$ cat src/rtl/b2_demux_1_4_reg.sv
// Registered 1-to-4 demultiplexer: a debounced, active-low key strobe writes d into one of
// four held lanes, chosen by sel or by an auto-incrementing pointer.
module b2_demux_1_4_reg #(
  parameter int unsigned W         = 2,
  parameter int unsigned DB_CYCLES = 50000,
  parameter int unsigned CW        = 16
) (
  input  logic         clk,
  input  logic         rst_n,
  input  logic [W-1:0] d,
  input  logic [1:0]   sel,
  input  logic         auto_inc,
  input  logic         wr_key_n,
  input  logic         clr,
  output logic [W-1:0] q0,
  output logic [W-1:0] q1,
  output logic [W-1:0] q2,
  output logic [W-1:0] q3,
  output logic [3:0]   vld,
  output logic [1:0]   ptr,
  output logic         ovr
);

  logic          r_s1, r_s2;
  logic          r_db, r_db_d;
  logic [CW-1:0] r_cnt;
  logic [W-1:0]  r_q [4];
  logic [3:0]    r_vld;
  logic [1:0]    r_ptr;
  logic          r_ovr;

  logic          w_wr_stb;
  logic [1:0]    w_lane;

  // Key path: two-flop synchronizer, then a level must persist DB_CYCLES samples to be accepted.
  always_ff @(posedge clk or negedge rst_n) begin
    if (!rst_n) begin
      r_s1   <= 1'b1;
      r_s2   <= 1'b1;
      r_db   <= 1'b1;
      r_db_d <= 1'b1;
      r_cnt  <= '0;
    end else begin
      r_s1   <= wr_key_n;
      r_s2   <= r_s1;
      r_db_d <= r_db;
      if (r_s2 == r_db) begin
        r_cnt <= '0;
      end else if (r_cnt == CW'(DB_CYCLES - 1)) begin
        r_db  <= r_s2;
        r_cnt <= '0;
      end else begin
        r_cnt <= r_cnt + CW'(1);
      end
    end
  end

  // Only the debounced falling edge (press) strobes.
  assign w_wr_stb = r_db_d & ~r_db;
  assign w_lane   = auto_inc ? r_ptr : sel;

  always_ff @(posedge clk or negedge rst_n) begin
    if (!rst_n) begin
      for (int i = 0; i < 4; i++) r_q[i] <= '0;
      r_vld <= '0;
      r_ptr <= '0;
      r_ovr <= 1'b0;
    end else if (clr) begin
      for (int i = 0; i < 4; i++) r_q[i] <= '0;
      r_vld <= '0;
      r_ptr <= '0;
      r_ovr <= 1'b0;
    end else if (w_wr_stb) begin
      r_q[w_lane]   <= d;
      r_vld[w_lane] <= 1'b1;
      r_ovr         <= r_ovr | r_vld[w_lane];
      if (auto_inc) r_ptr <= r_ptr + 2'd1;
    end
  end

  assign q0  = r_q[0];
  assign q1  = r_q[1];
  assign q2  = r_q[2];
  assign q3  = r_q[3];
  assign vld = r_vld;
  assign ptr = r_ptr;
  assign ovr = r_ovr;

endmodule

$ cat config.mk
export PLATFORM = sky130hd
export DESIGN_NAME = b2_demux_1_4_reg
export DESIGN_NICKNAME = d
export VERILOG_FILES = /design/src/rtl/b2_demux_1_4_reg.sv
export SDC_FILE = /design/constraint.sdc
export NUM_CORES = 1
export LEC_CHECK = 0
export CAP_MARGIN = 25
export CORE_ASPECT_RATIO = 1.1
export CORE_UTILIZATION = 35
export DETAILED_ROUTE_END_ITERATION = 8
export GPL_TIMING_DRIVEN = 0
export HOLD_SLACK_MARGIN = 0.08
export PLACE_DENSITY = 0.53
export SLEW_MARGIN = 20
export SYNTH_ARGS = -nofsm -noshare
export SYNTH_HDL_FRONTEND = slang
export SYNTH_SLANG_ARGS = --single-unit
$ cat constraint.sdc
create_clock -name clk -period 3.5 [get_ports clk]
set_clock_uncertainty 0.1 [all_clocks]
set_input_delay 0.875 -clock clk [delete_from_list [all_inputs] [get_ports clk]]
set_output_delay 0.875 -clock clk [all_outputs]
set_load 0.02 [all_outputs]
==> results_dict.tcl, run 1 <==
# flow metrics
set metrics [dict create \
    status "finished, final reports clean" \
    fmax_mhz 412 \
    fillers 431 \
    max-cap-violations 0 \
    synth_flop_count 35 \
    fin_cells 233 \
    pwr-share-clk_pct 37.2 \
    cts_tree "built" \
    dpl.hpwl_mm 2.21 \
    reg2reg_to "r_cnt[8]$_DFF_PN0_" \
    min_path_type "flop to flop" \
    worst-path-buf-inv 1 \
    ios 24 \
    worstHoldStart "r_s1$_DFF_PN1_" \
    drive_above_1_share_pct 10.6 \
    edf_count 0 \
    core-area_um2 4320 \
    worstMarginPinSlew_ns 0.469 \
    antenna_found_initial 0 \
    initCoreUtil_pct 36.6 \
    drt_iter0_markers 84 \
    min_period_ns 2.43 \
    synth-main-ff-cell "dfrtp_1" \
    cts_root_buffer "clkbuf_8" \
    finalClockPeriodUsage_pct 69.4 \
    layout_setup_ws_ns 1.07 \
    cts_setup_buffers 0 \
    nets 188 \
    seq_area_frac_synth_pct 55.7 \
    area.growth.synth_to_final_pct 24.3 \
    final_antenna_net_count 0 \
    yosys_area_um2 1580 \
    vias_per_cell 4.86 \
    first_global_vias 1150 \
    dpl.cell_count 225 \
    critPathCapture "q2[0]$_DFFE_PN0P_" \
    row_count 25 \
    die_y_um 72.5 \
    clk_latency_ns 0.28 \
    ctsResizeCount 0 \
    clock_sinks 35 \
    drt_pass1_iterations 4 \
    post-route-drc-count 0 \
    top_power_group "sequential cells" \
    cp_cell_sequence "clkdlybuf4s50_1 -> mux2_2 -> or3_4 -> mux2i_1 -> nor2_1" \
    min_to "r_s2$_DFF_PN1_" \
    die-area_um2 4790 \
    die_w_um 66.1 \
    p_sw_mw 0.162 \
    slowest_stage "clkdlybuf4s50_1" \
    crit_path_max_fanout 5 \
    worst_hold_slack_ns 0.266 \
    r2r_slack_ns 1.66 \
    grt_setup_unrepaired "no" \
    overflow 0 \
    critPathLaunch "auto_inc" \
    setup_violations 0 \
    io_buffers 22 \
    top_area_cell "dfrtp_1" \
    worst-endpoint-required_ns 3.55 \
    top_area_share_pct 49.1 \
    top_cells_by_count "dfrtp_1, nor2_1, xnor2_1" \
    comb_area_um2 661 \
    ys_types 29 \
    r2r-start "r_cnt[10]$_DFF_PN0_" \
    cts.reportedPaths.clkPinSlew_ns 0.07 \
    power_frac_seq_pct 56.8 \
    cp.arrival_ns 2.48 \
    p_sw_share_pct 22.1 \
    cts_buffer_depth 2 \
    crit_family "buffers and inverters" \
    h-tree-depth 2 \
    yosys_cells 148 \
    gp_congestion 0.742 \
    fin_setup_tns_ns 0 \
    yosys_warnings 0 \
    warnings 26 \
    grt_start_max_net_pins 27 \
    cts_buffers 5 \
    crit_cells 5 \
    avgSynthCellArea_um2 10.7 \
    syn_area_um2 1580 \
    pg_comb_mw 0.0436 \
    hold_buffers 0 \
    async_flop_share_pct 100 \
    slowest_delay_ns 0.60 \
    synthTopCellsByArea "dfrtp_1, nor2_1, xnor2_1" \
    peakVddDrop_mv 0.230 \
    hold_depth 0 \
    fp_nets 158 \
    worstSetupPathType "primary input to flop" \
    slew_viol_final 0 \
    grt_pass1_wl_mm 5.20 \
    internal_power_mw 0.568 \
    p_leak_nw 0.827 \
    startpoint_type "primary input" \
    end_kind "flop" \
    power.density_nw_per_um2 372 \
    pwr-share-comb_pct 6.0 \
    num_antenna_cells 0 \
    powerClk_mw 0.271 \
    place_ws_ns 0.771 \
    finalHoldViolations 0 \
    reg2reg_depth 5 \
    syn_inst 148 \
    slew_headroom_pct 68.7 \
]
run 1: per-layer routing:
layer  wire [µm]  track usage (%)  vias to the layer above
met5           0                0                        -
met4          54             7.09                        0
met3         111             3.14                        5
met2        1460             23.5                       19
met1        1370             18.0                      544
li1            -                -                      564
run 1: registers in the layout, summed over array words and instances (netlist names):
name,cells
q1,2
ovr,1
r_db_d,1
vld,4
q0,2
r_s2,1
r_db,1
ptr,2
r_cnt,16
q2,2
r_s1,1
q3,2
run 1: cells by family after synthesis:
family	share of synthesized area, %
AND/OR/NAND/NOR	19.6
flip-flops	55.7
XOR/XNOR	9.42
multiplexers	9.34
buffers and inverters	2.45
AND-OR/OR-AND	2.69
adder cells (fa/ha/maj)	0.792
run 1: layout by cell type, fill, tap and decap left out, types with 2 or more instances in the layout:
cell type,count
mux2_2,2
nor3_1,4
nor2_1,31
nand2_1,4
dfstp_2,4
buf_2,2
nand3_1,8
dfrtp_1,31
xnor2_1,13
clkbuf_1,3
clkdlybuf4s50_1,21
mux2i_1,10
a21oi_1,4
nand4_1,5
nor4_1,6
xor2_1,4
inv_1,7
clkbuf_8,5
run 1: per-stage QoR:
stage	cell area, µm²	util, %	total power, mW
after detailed placement	1880	43.6	0.467
final	1960	45.5	0.730
after floorplan	1580	-	0.439
after global routing	1960	45.5	0.763
after CTS	1960	45.5	0.745
after global placement	1870	43.3	0.464
run 1: area by class of cell:
type                       count  share of cell area [%]
sequential                    35                    44.8
multi-input combinational    103                    33.6
timing repair buffer          23                    12.0
clock buffer                   7                    3.89
tap                           54                    3.44
inverter                       7                    1.34
buffer                         3                   0.637
clock inverter                 1                   0.255
run 1: worst reg2reg max path: stages, from the launching register on:
cell and delay (ns):
dfrtp_1 0.44, nor4b_1 0.34, nand4_1 0.20, o21ai_2 0.30, buf_2 0.28, nor2_1 0.07
==> run_1/ff_map.png <==
Scale: 8 px per µm. Other sequential cells in the stronger gray, the rest of the logic in the fainter gray.
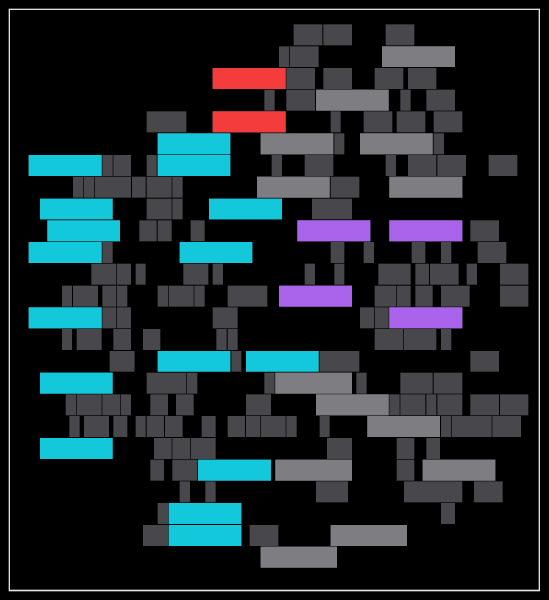
color	netlist name	sequential cells
cyan	r_cnt	16
purple	vld	4
red	q3	2
not colored	13
Sequential Area: 881 µm²
post-layout util: 45.5%
seq pwr: 0.415 mW
Seq area share: 44.8%

==> run_1/m3.png <==
Scale: 4 px per µm.
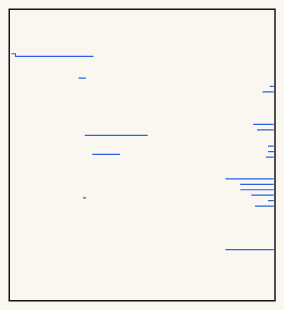
nets with wire on the layer	16
longest straight run	19.3 µm
met3 Track Usage GR: 3.14%
Routed WL: 3.00 mm
total number of vias: 1132

==> run_1/layers.png <==
Scale: 4 px per µm. Two of the layers only.
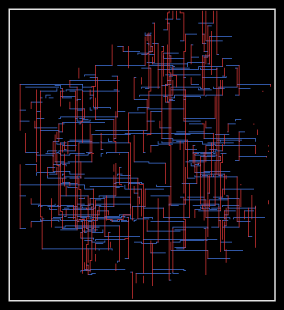
color	layer	wire length
red	M2	1460 µm
blue	M1	1370 µm
wire length per cell: 12.9 µm
GR Util All Layers: 14.4%

==> inputs of run 2 (changes only) <==
Settings changed: PLACE_DENSITY 0.53 to 0.55.
Clock period 3.5 ns to 2 ns, I/O delays scaled along.
==> run_2/placed.png <==
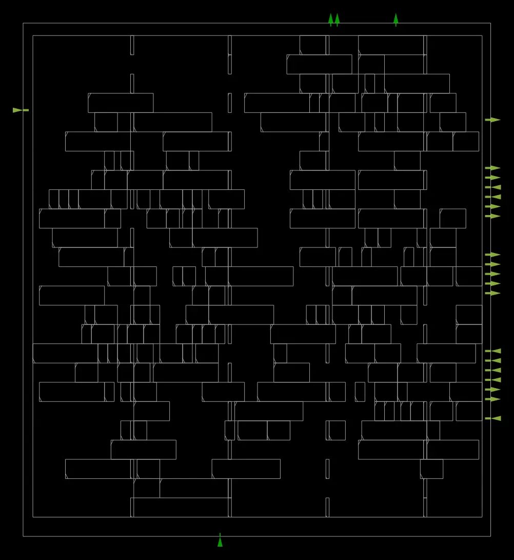
Layout fillers: 391
Seq area share: 43.5%
Non-Filler Instances: 234
Flops: 35

==> run 2 against run 1 <==
Clock-buffer cell count is 2 lower. First-iteration DRC count is 42% lower. Worst setup slack worse by 0.99 ns. Synthesized cell count stayed put. Sequential power is 75% higher. Sequential share of layout area is 1.4 points lower. Final cell count is 0.43% higher. Wire length is 3.2% higher.
==> results_dict.tcl, run 2 <==
# flow metrics
set metrics [dict create \
    clk_latency_ns 0.29 \
    vias 1144 \
    grt_pass1_wl_mm 4.94 \
    syn_inst 148 \
    worstHoldStart "r_s1$_DFF_PN1_" \
    power.density_nw_per_um2 712 \
    hold_depth 0 \
    synth.comb.largest_family "simple AND/OR/NAND/NOR gates" \
    cts_root_buffer "clkbuf_8" \
    adder_share_pct 0.792 \
    area.growth.synth_to_final_pct 28.2 \
    post-route-drc-count 0 \
    dpl.hpwl_mm 2.18 \
    seq_area_um2 881 \
    p_leak_nw 0.869 \
    clock_sinks 35 \
    yosys_warnings 0 \
    worstMarginPinSlew_ns 0.431 \
    fin_setup_tns_ns 0 \
    reg2reg_depth 6 \
    drt_pass1_iterations 4 \
    worstSetupPathType "flop to output pin" \
    gp_congestion 0.819 \
    largest_reg_flops 16 \
    worst-path-buf-inv 1 \
    r2r_slack_ns 0.15 \
    cts.reportedPaths.clkPinSlew_ns 0.07 \
    setup_violations 0 \
    grtUsageMet3_pct 4.87 \
    drt_wl_total_mm 3.09 \
    seq_area_frac_synth_pct 55.7 \
    fp_nets 158 \
    synth_flop_count 35 \
    peakVddDrop_mv 0.421 \
    ys_types 29 \
    max-cap-violations 0 \
    nets 189 \
    cp_cell_sequence "clkdlybuf4s50_1" \
    r2r-start "r_cnt[0]$_DFF_PN0_" \
    final_cell_mix "nor2_1, dfrtp_1, clkdlybuf4s50_1, xnor2_1, mux2i_1" \
    drive_above_1_share_pct 11.7 \
    cp.arrival_ns 1.32 \
    startpoint_type "flop" \
    avgSynthCellArea_um2 10.7 \
    use_met1_pct 17.5 \
    vias_per_cell 4.89 \
    synthTopCellsByArea "dfrtp_1, nor2_1, xnor2_1" \
    h-tree-depth 2 \
    cts_buffer_depth 2 \
    cts_buffers 5 \
    top_area_share_pct 49.1 \
    synth-main-ff-cell "dfrtp_1" \
    yosys_cells 148 \
    layout_setup_ws_ns 0.0793 \
    slew_headroom_pct 71.2 \
    end_kind "output pin" \
    die-area_um2 4790 \
    reg2reg_to "r_cnt[14]$_DFF_PN0_" \
    io_buffers 22 \
    min_to "r_s2$_DFF_PN1_" \
    avgRoutedWirePerCell_um 13.2 \
    grt.total_usage_pct 13.8 \
    crit_family "buffers and inverters" \
    antenna_found_initial 0 \
    crit_path_max_fanout 5 \
    mux_area_share_pct 9.34 \
    simple_gate_share_pct 19.6 \
    worst-endpoint-required_ns 1.40 \
    finalHoldViolations 0 \
    status "finished, final reports clean" \
    edf_count 0 \
    slowest_stage "clkdlybuf4s50_1" \
    slew_viol_final 0 \
    min_path_type "flop to flop" \
]
==> run_2/class_map.png <==
Scale: 4 px per µm.
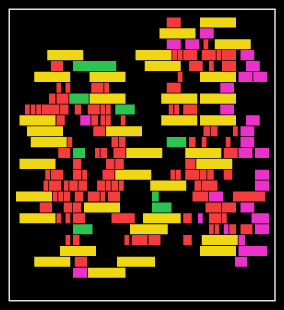
color	class	cells
yellow	sequential cells	35
red	remaining logic cells	110
magenta	remaining buffers and delay cells	27
green	clock drivers and dummy loads	8
post-layout util: 46.9%
Cell Rows: 25
design area: 2030 µm²
core box area: 4320 µm²

[run 2: final cells by class]
type                    count  area share [%]
well taps                  54            3.34
flip-flops and latches     35            43.5
repair buffers             24            12.2
clock buffers               5            3.40
clock inverters             3            2.16
multi-input cells         103            33.4
plain buffers               3           0.741
inverters                   7            1.30
[run 2: worst max path at each step]
stage	end	cells past startpoint	start	slack [ns]
floorplan	q2[0]$_DFFE_PN0P_	4	auto_inc	0.37
global placement	r_cnt[0]$_DFF_PN0_	1	rst_n	-0.40
detailed placement	q2[1]$_DFFE_PN0P_	5	auto_inc	-0.36
CTS	ptr[1]	1	ptr[1]$_DFFE_PN0P_	0.05
global route	r_cnt[14]$_DFF_PN0_	6	r_cnt[0]$_DFF_PN0_	0.005
finish	ptr[0]	1	ptr[0]$_DFFE_PN0P_	0.08
[run 2: report_power, final]
| part | total, mW | internal, mW | switching, mW |
|---|---|---|---|
| sequential | 0.725 | 0.718 | 0.00698 |
| clock | 0.637 | 0.371 | 0.266 |
| combinational | 0.0801 | 0.0348 | 0.0453 |
| total | 1.44 | 1.12 | 0.318 |
[run 2: through the flow]
step           hold WS, ns  total power [mW]  area (µm²)
6_report             0.251              1.44        2030
5_1_grt              0.261              1.50        2030
4_1_cts              0.254              1.47        2010
3_5_place_dp         0.207             0.817        1880
3_3_place_gp         0.247             0.812        1870
2_1_floorplan        0.104             0.769        1580
[run 2: layer usage]
metal	routed length (µm)	vias to the layer above
li1	-	567
met1	1440	549
met2	1470	26
met3	168	2
met4	12	0
met5	0	-
[run 2: repair_timing]
action	in CTS	in global routing
endpoints found under the setup margin	6	11
pin swaps	0	0
hold endpoints to repair	2	0
setup buffers	0	0
hold buffers	1	0
gates resized	2	3
==> inputs of run 3 (changes only) <==
Settings changed: SKIP_LAST_GASP from default to 1.
==> run_3/m3.png <==
Scale: 4 px per µm.
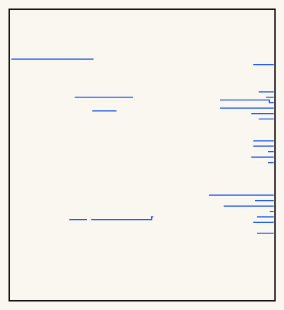
longest straight run	20.2 µm
wire length on this layer	169 µm
share of all routed wire	5.5%

==> run 3 against run 2 <==
Sequential cell count is the same. Worst setup slack is the same. Synthesized cell count is the same. Sequential power is essentially flat. Non-clock buffer count is the same. Largest power group unchanged. Highest routed layer unchanged. Critical path depth is the same. Fmax is the same.
==> results_dict.tcl, run 3 <==
# flow metrics
set metrics [dict create \
    grt_pass1_wl_mm 4.94 \
    finalHoldViolations 0 \
    p_total_mw 1.44 \
    final_antenna_net_count 0 \
    row_count 25 \
    first_global_vias 1083 \
    nets 189 \
    syn_inst 148 \
    slowest_stage "clkdlybuf4s50_1" \
    area.growth.synth_to_final_pct 28.2 \
    fp_nets 158 \
    setup_violations 0 \
    fmax_mhz 521 \
    internal_power_mw 1.12 \
    h-tree-depth 2 \
    worstSetupPathType "flop to output pin" \
    yosys_cells 148 \
    p_sw_share_pct 22.1 \
    p_sw_mw 0.318 \
    drt_iter0_markers 49 \
    io_buffers 22 \
    worst-endpoint-required_ns 1.40 \
    dpl.hpwl_mm 2.18 \
    largest_reg_flops 16 \
    overflow 0 \
    syn_area_um2 1580 \
    post-route-drc-count 0 \
    clock_sinks 35 \
    slew_headroom_pct 71.2 \
    synth-main-ff-cell "dfrtp_1" \
    cts.reportedPaths.clkPinSlew_ns 0.07 \
    slew_viol_final 0 \
    die_w_um 66.1 \
    clk_latency_ns 0.29 \
    power_frac_seq_pct 50.3 \
    die-area_um2 4790 \
    cts_tree "built" \
    powerClk_mw 0.637 \
    grt_start_max_net_pins 34 \
    gp_congestion 0.819 \
    cp.arrival_ns 1.32 \
    drive_above_1_share_pct 11.7 \
    drt-met1-wl_mm 1.44 \
    top_cells_by_count "dfrtp_1, nor2_1, xnor2_1" \
    crit_path_max_fanout 5 \
    top_area_cell "dfrtp_1" \
    status "finished, final reports clean" \
    cts_buffer_depth 2 \
    avgRoutedWirePerCell_um 13.2 \
    met3WireLength_um 168 \
    seq_area_frac_synth_pct 55.7 \
    r2r-start "r_cnt[0]$_DFF_PN0_" \
    worst-path-buf-inv 1 \
    synthTopCellsByArea "dfrtp_1, nor2_1, xnor2_1" \
    pwr-share-comb_pct 5.6 \
    top_register "r_cnt" \
    p_leak_nw 0.869 \
    ys_types 29 \
    crit_family "buffers and inverters" \
    min_period_ns 1.92 \
    power.density_nw_per_um2 712 \
    synth_flop_count 35 \
    antenna_found_initial 0 \
    pwr-share-clk_pct 44.2 \
    top_power_group "sequential cells" \
    startpoint_type "flop" \
    max-cap-violations 0 \
    slowest_delay_ns 0.63 \
    route.met2.wl_mm 1.47 \
    async_flop_share_pct 100 \
    vias_per_cell 4.89 \
    die_y_um 72.5 \
    yosys_warnings 0 \
    fin_setup_tns_ns 0 \
    top_layer_used "met4" \
    final_cell_mix "nor2_1, dfrtp_1, clkdlybuf4s50_1, xnor2_1, mux2i_1" \
    top_area_share_pct 49.1 \
    critPathLaunch "ptr[0]$_DFFE_PN0P_" \
    worstMarginPinSlew_ns 0.431 \
    edf_count 0 \
    min_path_type "flop to flop" \
    seq_power_mw 0.725 \
    initCoreUtil_pct 36.6 \
    warnings 26 \
    finalClockPeriodUsage_pct 96.0 \
    grt_setup_unrepaired "no" \
    cp_cell_sequence "clkdlybuf4s50_1" \
    peakVddDrop_mv 0.421 \
    cts_buffers 5 \
    num_antenna_cells 0 \
]
==> run_3/layers.png <==
Scale: 4 px per µm. Two of the layers only.
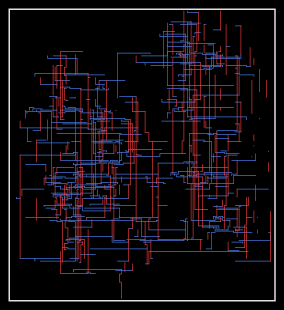
color	layer	wire length
red	M2	1470 µm
blue	M1	1440 µm
GR Util All Layers: 13.8%
Routed WL: 3.09 mm
total number of vias: 1144

run 3: cell counts after synthesis:
No cell type changed its count.
run 3: layout make-up:
class,count,area [µm²]
timing repair buffer,24,246
sequential,35,881
multi-input combinational,103,677
fill,391,2290
buffer,3,15.0
tap,54,67.6
clock inverter,3,43.8
clock buffer,5,68.8
inverter,7,26.3
run 3: per-layer routing:
layer	vias to the layer above	track usage (%)
li1	567	-
met1	549	17.5
met4	0	5.44
met3	2	4.87
met2	26	21.4
met5	-	0
run 3: cell families after synthesis:
group                    synth area share, %
AND/OR/NAND/NOR                         19.6
flip-flops                              55.7
XOR/XNOR                                9.42
multiplexers                            9.34
buffers and inverters                   2.45
AND-OR/OR-AND                           2.69
adder cells (fa/ha/maj)                0.792
run 3: through the flow:
step	area [µm²]	setup slack (ns)	std cells	hold slack, ns	utilization, %
after floorplan	1580	0.370	148	0.104	-
after global placement	1870	-0.402	224	0.247	43.3
after detailed placement	1880	-0.357	225	0.207	43.6
after CTS	2010	0.0453	234	0.254	46.6
after global routing	2030	0.00532	234	0.261	46.9
final	2030	0.0793	234	0.251	46.9
run 3: worst paths after layout:
path	slack, ns	depth (start not counted)	end
max in group asynchronous	0.92	3	r_s1$_DFF_PN1_
max reg2reg	0.15	6	r_cnt[14]$_DFF_PN0_
max	0.08	1	ptr[0]
min in group asynchronous	0.45	2	ptr[0]$_DFFE_PN0P_
min	0.25	0	r_s2$_DFF_PN1_
min reg2reg	0.25	0	r_s2$_DFF_PN1_
run 3: timing repair:
item / 4_1_cts / 5_1_grt
endpoints found under the hold margin: 2 / 0
endpoints found under the setup margin: 6 / 11
resized: 2 / 3
hold buffers: 1 / 0
buffers inserted: 0 / 0
Power and IR drop assume default switching activity.
